## config.mk

```make
export PLATFORM = sky130hd
export DESIGN_NAME = uart_rx
export DESIGN_NICKNAME = d
export VERILOG_FILES = /design/src/rtl/uart_pkg.sv /design/src/rtl/uart_rx_sync.sv /design/src/rtl/uart_rx.sv
export SDC_FILE = /design/constraint.sdc
export NUM_CORES = 1
export LEC_CHECK = 0
export CORE_ASPECT_RATIO = 1.25
export CORE_MARGIN = 4
export CORE_UTILIZATION = 49
export CTS_CLUSTER_DIAMETER = 30
export DETAILED_ROUTE_END_ITERATION = 10
export PLACE_DENSITY = 0.85
export SETUP_SLACK_MARGIN = 0.05
export SLEW_MARGIN = 30
export SYNTH_ARGS = -nofsm -noshare
export SYNTH_HDL_FRONTEND = slang
export SYNTH_HIERARCHICAL = 1
export SYNTH_SLANG_ARGS = --single-unit
export TNS_END_PERCENT = 30
```

## constraint.sdc

```tcl
create_clock -name clk -period 1.8 [get_ports clk]
set_input_delay 0.54 -clock clk [delete_from_list [all_inputs] [get_ports clk]]
set_output_delay 0.54 -clock clk [all_outputs]
set_load 0.05 [all_outputs]
```

## src/rtl/uart_pkg.sv

```systemverilog
// Shared UART definitions: receiver/transmitter state encoding and default
// frame geometry. The parity state and helper exist only when
// UART_RX_PARITY_EN is defined.
package uart_pkg;

  localparam int OVERSAMPLE_DEF = 16;
  localparam int DATA_BITS_DEF  = 8;

  typedef enum logic [2:0] {
    ST_IDLE   = 3'd0,
    ST_START  = 3'd1,
    ST_DATA   = 3'd2,
`ifdef UART_RX_PARITY_EN
    ST_PARITY = 3'd3,
`endif
    ST_STOP   = 3'd4
  } uart_state_e;

`ifdef UART_RX_PARITY_EN
  // Even parity: 1 when the payload holds an odd number of ones.
  function automatic logic even_parity(input logic [63:0] d);
    return ^d;
  endfunction
`endif

endpackage

```

## src/rtl/uart_rx_sync.sv

```systemverilog
// Two-flop synchronizer for the asynchronous rx line plus a falling-edge
// detector on the synchronized value. All flops reset to the idle level (1)
// so that reset release never looks like a start edge.
module uart_rx_sync (
  input  logic i_clk,
  input  logic i_rst_n,
  input  logic i_rx,
  output logic o_rx_s,
  output logic o_fall
);

  logic r_meta;
  logic r_sync;
  logic r_prev;

  // Metastability chain followed by one history flop for edge detection.
  always_ff @(posedge i_clk or negedge i_rst_n) begin
    if (!i_rst_n) begin
      r_meta <= 1'b1;
      r_sync <= 1'b1;
      r_prev <= 1'b1;
    end else begin
      r_meta <= i_rx;
      r_sync <= r_meta;
      r_prev <= r_sync;
    end
  end

  assign o_rx_s = r_sync;
  assign o_fall = r_prev & ~r_sync;

endmodule

```

## src/rtl/uart_rx.sv

```systemverilog
// Oversampling UART receiver with a one-entry output holding register.
// Frame: start + DATA_BITS (LSB first) + [even parity] + stop.
// Optional feature macro: UART_RX_PARITY_EN (adds the parity bit check).
module uart_rx
  import uart_pkg::*;
#(
  parameter int OVERSAMPLE = OVERSAMPLE_DEF,
  parameter int DATA_BITS  = DATA_BITS_DEF
) (
  input  logic                 clk,
  input  logic                 rst,
  input  logic                 rx,
  input  logic                 tick,
  input  logic                 rx_ack,
  output logic [DATA_BITS-1:0] rx_data,
  output logic                 rx_valid,
  output logic                 frame_err,
  output logic                 overrun_err,
  output logic                 rx_busy
);

  localparam int CW = $clog2(OVERSAMPLE);
  localparam int BW = $clog2(DATA_BITS + 1);
  localparam logic [CW-1:0] C_HALF  = CW'(OVERSAMPLE / 2 - 1);
  localparam logic [CW-1:0] C_LAST  = CW'(OVERSAMPLE - 1);
  localparam logic [BW-1:0] C_BLAST = BW'(DATA_BITS - 1);

  uart_state_e          r_state, w_state_nxt;
  logic [CW-1:0]        r_cnt, w_cnt_nxt;
  logic [BW-1:0]        r_bit, w_bit_nxt;
  logic [DATA_BITS-1:0] r_shift, w_shift_nxt;
  logic                 w_commit;
  logic                 w_ferr;
  logic                 w_rx_s;
  logic                 w_fall;
`ifdef UART_RX_PARITY_EN
  logic                 r_par, w_par_nxt;
  logic                 w_par_ok;
`endif

  uart_rx_sync u_sync (
    .i_clk   (clk),
    .i_rst_n (rst),
    .i_rx    (rx),
    .o_rx_s  (w_rx_s),
    .o_fall  (w_fall)
  );

`ifdef UART_RX_PARITY_EN
  assign w_par_ok = (even_parity(64'(r_shift)) == r_par);
`endif

  // Next-state, counter and shift-register update; only IDLE reacts without tick.
  always_comb begin
    w_state_nxt = r_state;
    w_cnt_nxt   = r_cnt;
    w_bit_nxt   = r_bit;
    w_shift_nxt = r_shift;
    w_commit    = 1'b0;
    w_ferr      = 1'b0;
`ifdef UART_RX_PARITY_EN
    w_par_nxt   = r_par;
`endif
    case (r_state)
      ST_IDLE: begin
        if (w_fall) begin
          w_state_nxt = ST_START;
          w_cnt_nxt   = '0;
        end
      end
      ST_START: begin
        if (tick) begin
          if (r_cnt == C_HALF) begin
            w_cnt_nxt   = '0;
            w_bit_nxt   = '0;
            // A line back high at mid-start is a glitch: drop silently.
            w_state_nxt = w_rx_s ? ST_IDLE : ST_DATA;
          end else begin
            w_cnt_nxt = r_cnt + 1'b1;
          end
        end
      end
      ST_DATA: begin
        if (tick) begin
          if (r_cnt == C_LAST) begin
            w_cnt_nxt                   = '0;
            w_shift_nxt                 = r_shift >> 1;
            w_shift_nxt[DATA_BITS-1]    = w_rx_s;
            w_bit_nxt                   = r_bit + 1'b1;
            if (r_bit == C_BLAST) begin
`ifdef UART_RX_PARITY_EN
              w_state_nxt = ST_PARITY;
`else
              w_state_nxt = ST_STOP;
`endif
            end
          end else begin
            w_cnt_nxt = r_cnt + 1'b1;
          end
        end
      end
`ifdef UART_RX_PARITY_EN
      ST_PARITY: begin
        if (tick) begin
          if (r_cnt == C_LAST) begin
            w_cnt_nxt   = '0;
            w_par_nxt   = w_rx_s;
            w_state_nxt = ST_STOP;
          end else begin
            w_cnt_nxt = r_cnt + 1'b1;
          end
        end
      end
`endif
      ST_STOP: begin
        if (tick) begin
          if (r_cnt == C_LAST) begin
            w_cnt_nxt   = '0;
            w_state_nxt = ST_IDLE;
`ifdef UART_RX_PARITY_EN
            w_commit    = w_rx_s & w_par_ok;
            w_ferr      = ~(w_rx_s & w_par_ok);
`else
            w_commit    = w_rx_s;
            w_ferr      = ~w_rx_s;
`endif
          end else begin
            w_cnt_nxt = r_cnt + 1'b1;
          end
        end
      end
      default: begin
        w_state_nxt = ST_IDLE;
        w_cnt_nxt   = '0;
      end
    endcase
  end

  // FSM state and bit/tick counters.
  always_ff @(posedge clk or negedge rst) begin
    if (!rst) begin
      r_state <= ST_IDLE;
      r_cnt   <= '0;
      r_bit   <= '0;
`ifdef UART_RX_PARITY_EN
      r_par   <= 1'b0;
`endif
    end else begin
      r_state <= w_state_nxt;
      r_cnt   <= w_cnt_nxt;
      r_bit   <= w_bit_nxt;
`ifdef UART_RX_PARITY_EN
      r_par   <= w_par_nxt;
`endif
    end
  end

  // Payload shift register; contents are don't-care until a frame completes.
  always_ff @(posedge clk) begin
    r_shift <= w_shift_nxt;
  end

  // Output holding register: commit, consume, overrun and error pulses.
  always_ff @(posedge clk or negedge rst) begin
    if (!rst) begin
      rx_data     <= '0;
      rx_valid    <= 1'b0;
      frame_err   <= 1'b0;
      overrun_err <= 1'b0;
    end else begin
      frame_err   <= w_ferr;
      overrun_err <= w_commit & rx_valid & ~rx_ack;
      if (w_commit && (!rx_valid || rx_ack)) begin
        rx_data  <= r_shift;
        rx_valid <= 1'b1;
      end else if (rx_ack) begin
        rx_valid <= 1'b0;
      end
    end
  end

  assign rx_busy = (r_state != ST_IDLE);

endmodule

```

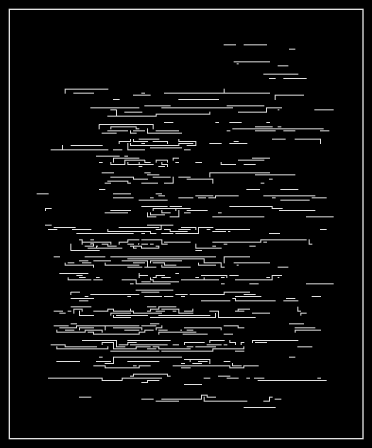
(images/m1.png)
The layer carries 1250 um of wire. The wires run mostly horizontal.

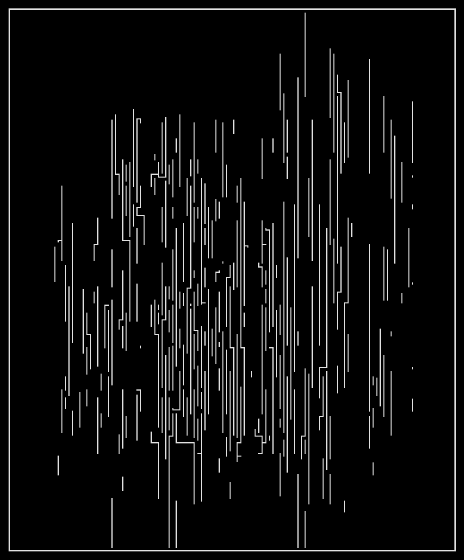
(images/m2.png)
152 nets have wire on it. The wires run mostly vertical. The layer carries 1630 um of wire. The longest straight run is 29.6 um.

==> changes_impl.md <==
## Implementation

- Status: complete, but fails checks
- Failing checks: setup timing
- Setup TNS: -39.46 ps
- Gate count of the mapped netlist: 115
- Fillers: 217
- Crit path max fanout: 5
- Clk network pwr share: 14.7%
- Worst Hold End: u_sync/o_rx_s
- Worst path arrival time: 2050 ps
- Pin count of the biggest net entering global routing: 26
- GPL Wtd Cong: 0.8048
- Syn_nets: 122
- Fmax: 543.6 MHz
- Number of enable flip-flop cells: 8
- Most frequent logic cell in the layout: buf_4
- Fin. max-slew vios: 0
- Root buffer cell: clkbuf_4
- Longest Clk Path Bufs: 2
- RR Endpoint: r_state[1]
- FP Core Util: 50.69%
- Static Leak: 0.9182 nW
- Net Sw Power: 0.001020 W
- Critical Path End Type: register
- Worst hold path type: reg -> reg
- Peak supply drop: 0.0009205 V
- Worst Max-Slew Pin Slew: 314.1 ps
- Comb pwr share: 48.8%
- Initial DRC Count: 51
- Part of the power in registers: 36.5%
- Pwr Total: 0.002695 W
- Most common logic cells in the final layout: 35 x buf_4, 22 x dfrtp_1, 10 x mux2_2
- ANT cells: 0
- Final period util: 102.2%
- Vias in the first global route: 1152
- Crit-path max cell delay: 530 ps
- Worst-path cell chain: buf_4 -> or4b_4 -> o21a_4 -> nand4_1 -> mux2_4
- FF-to-FF setup slack: -40 ps
- Final Skew: 11.34 ps
- And+or+nand+nor area frac: 13.87%
- CTS tree: built
- Yosys xor share: 1.184%
- Mux share of post-synthesis cell area: 9.729%
- Initial antenna violation count: 0
- Post-synthesis cell area: 1479 um^2
- PwrDens: 1367 nW/um^2
- Yosys Chip Area: 1479 um^2
- Slew HR: 79.06%
- R2R cell count: 5
- ANT nets after route: 0
- Period minus WS final: 1839 ps
- Syn Area/Cell: 12.86 um^2
- Via/cell ratio: 5.563
- WL/cell: 15.42 um
- Site Rows: 22
- Area added between synthesis and finish: 33.25%
- Synth Area in Compound Gates: 11.08%
- Yosys cell types: 43
- CP Class: reg -> reg
- Nets: 167
- Reg clk slew, reported paths: 110 ps
- Chip area: 3967 um^2
- Late-Pin Clk Latency: 320 ps
- Final Hold Fails: 0
- Hold path cells: 0
- Yosys Warn Count: 6
- Max cap viols: 0
- Sw Ratio: 37.84%
- DR pass1 iterations: 4
- GR Util All Layers: 16.28%
- P_int: 0.001675 W
- Post-DP HPWL: 2.131 mm
- Global-route wire length before repair: 5.099 mm
- Top-Level Pins: 17
- CORE AREA: 2918 um^2
- Proportion of layout cells with a drive suffix above 1: 49.07%
- Critical Path Start Type: register
- Worst Path Required: 2010 ps
- Crit Reg-Reg Startpoint: r_state[2]
- Final worst slack: -39.46 ps
- Hold WS: 362.6 ps
- Adder share: 1.692%
- CTS buffer count: 5
- Sequential-to-total area share from yosys stat: 58.80%
- Yosys stat cell total: 115
- Die Width: 57.14 um
- DRC Markers: 0
- Top logic family: simple AND/OR/NAND/NOR gates
- Grt ovf: 0
- Number of OpenROAD warnings: 29
- Sink Count: 33
- Hold path start: u_sync/r_meta
- H-Tree Depth: 2
- Layout Utilization: 67.54%
- Setup violators final: 1
- Ys async rst share: 75.76%
- Ys flops: 33
- Die y size: 69.43 um
- RSZ-0062 raised after global routing: yes
- Ys flop type: dfrtp_1
- Worst path slowest cell: or4b_4
- # port buffers: 16
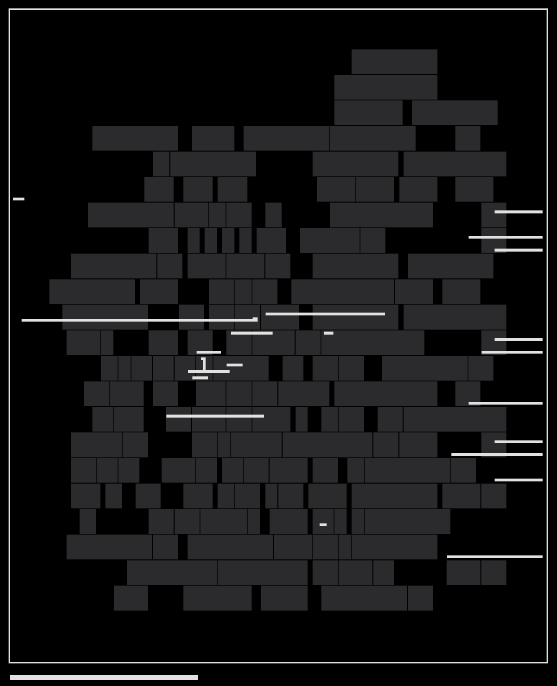
(images/m3.png)
Bar = 20 um.
The layer carries 129 um of wire. The wires run mostly horizontal. The longest straight run is 24.8 um. 19 nets have wire on it. The layer holds 4.3% of the routed length.
grt met3 use: 5.028%
vias: 1096
DRT Wirelength: 3.038 mm

logic make-up (layout without fill, tap and decap cells):
group                      count (synthesis)  in the layout
AOI/OAI and AO/OA                         22             22
muxes                                     13             13
adders and majority gates                  2              2
DFF                                       33             33
buffers and inverters                      8             54
and+or+nand+nor                           35             35
xor gates and xnor gates                   2              2
power groups by stage:
stage	clock network, W	logic (W)	registers, W
floorplan	0	0.000582	0.00113
global placement	0	0.00107	0.000995
detailed placement	0	0.00108	0.00100
CTS	0.000411	0.00121	0.000980
global route	0.000450	0.00140	0.00100
finish	0.000395	0.00132	0.000984
final cells by class:
type	instances	area [um^2]	share of cell area [%]
Clock buffer	5	37.54	1.905
Multi-Input combinational cell	74	625.6	31.75
Sequential cell	33	869.6	44.13
Clock inverter	3	17.52	0.8889
Timing Repair Buffer	43	364.1	18.48
Tap cell	36	45.04	2.286
Inverter	3	11.26	0.5714
metal layers:
metal / global-route usage [%] / vias up / routed length (um)
li1: - / 517 / -
met1: 17.98 / 546 / 1247
met2: 28.72 / 29 / 1628
met3: 5.028 / 4 / 129
met4: 5.928 / 0 / 33
met5: 0 / - / 0
cell usage after synthesis (2+ instances only):
master / count / area share (%)
dfrtp_1: 22 / 37
a31oi_1: 3 / 1.3
nand3_1: 5 / 1.7
mux2i_1: 2 / 1.4
inv_1: 3 / 0.76
xor2_1: 2 / 1.2
nor2_1: 7 / 1.8
ha_1: 2 / 1.7
nand2_1: 7 / 1.8
buf_6: 2 / 1.5
edfxtp_1: 8 / 16
dfstp_2: 3 / 5.3
nand4_1: 2 / 0.85
mux2_2: 11 / 8.4
nor3b_1: 2 / 1.0
buf_4: 2 / 1.0
o21ai_0: 3 / 1.0
a22o_1: 4 / 2.4
per-stage QoR:
stage	setup WS [ps]	instances	instance area, um^2
after CTS	-6.499	195	1917
after global placement	-357.1	181	1787
final	-39.46	197	1971
after global routing	-71.54	197	1971
after detailed placement	-430.7	181	1787
after floorplan	36.80	115	1493
registers in the layout (all words and copies together), names as in the netlist:
signal,count
r_cnt,4
u_sync/r_prev,1
overrun_err,1
frame_err,1
rx_data,8
r_shift,8
rx_valid,1
u_sync/r_meta,1
u_sync/o_rx_s,1
r_state,3
r_bit,4
critical path, delay by kind of cell, from the launching register on:
family / cells / cell delay [ps]
AOI/OAI and AO/OA: 1 / 150
buffers and inverters: 1 / 160
DFF: 1 / 420
muxes: 1 / 320
and+or+nand+nor: 2 / 690
worst max-delay path by stage:
| stage | startpoint | endpoint |
|---|---|---|
| after floorplan | r_state[1] | r_state[1] |
| after global placement | tick | r_state[1] |
| after detailed placement | tick | rx_data[5] |
| after CTS | r_state[2] | rx_data[2] |
| after global routing | r_state[2] | r_state[1] |
| final | r_state[2] | r_state[1] |
what timing repair did:
action | CTS | global route
hold endpoints to repair | 0 | 0
setup endpoints to repair | 15 | 20
resized | 8 | 12
hold buffers | 0 | 0
setup buffers | 6 | 2
pin swaps | 3 | 5
Power is estimated from default activity; no workload was simulated.
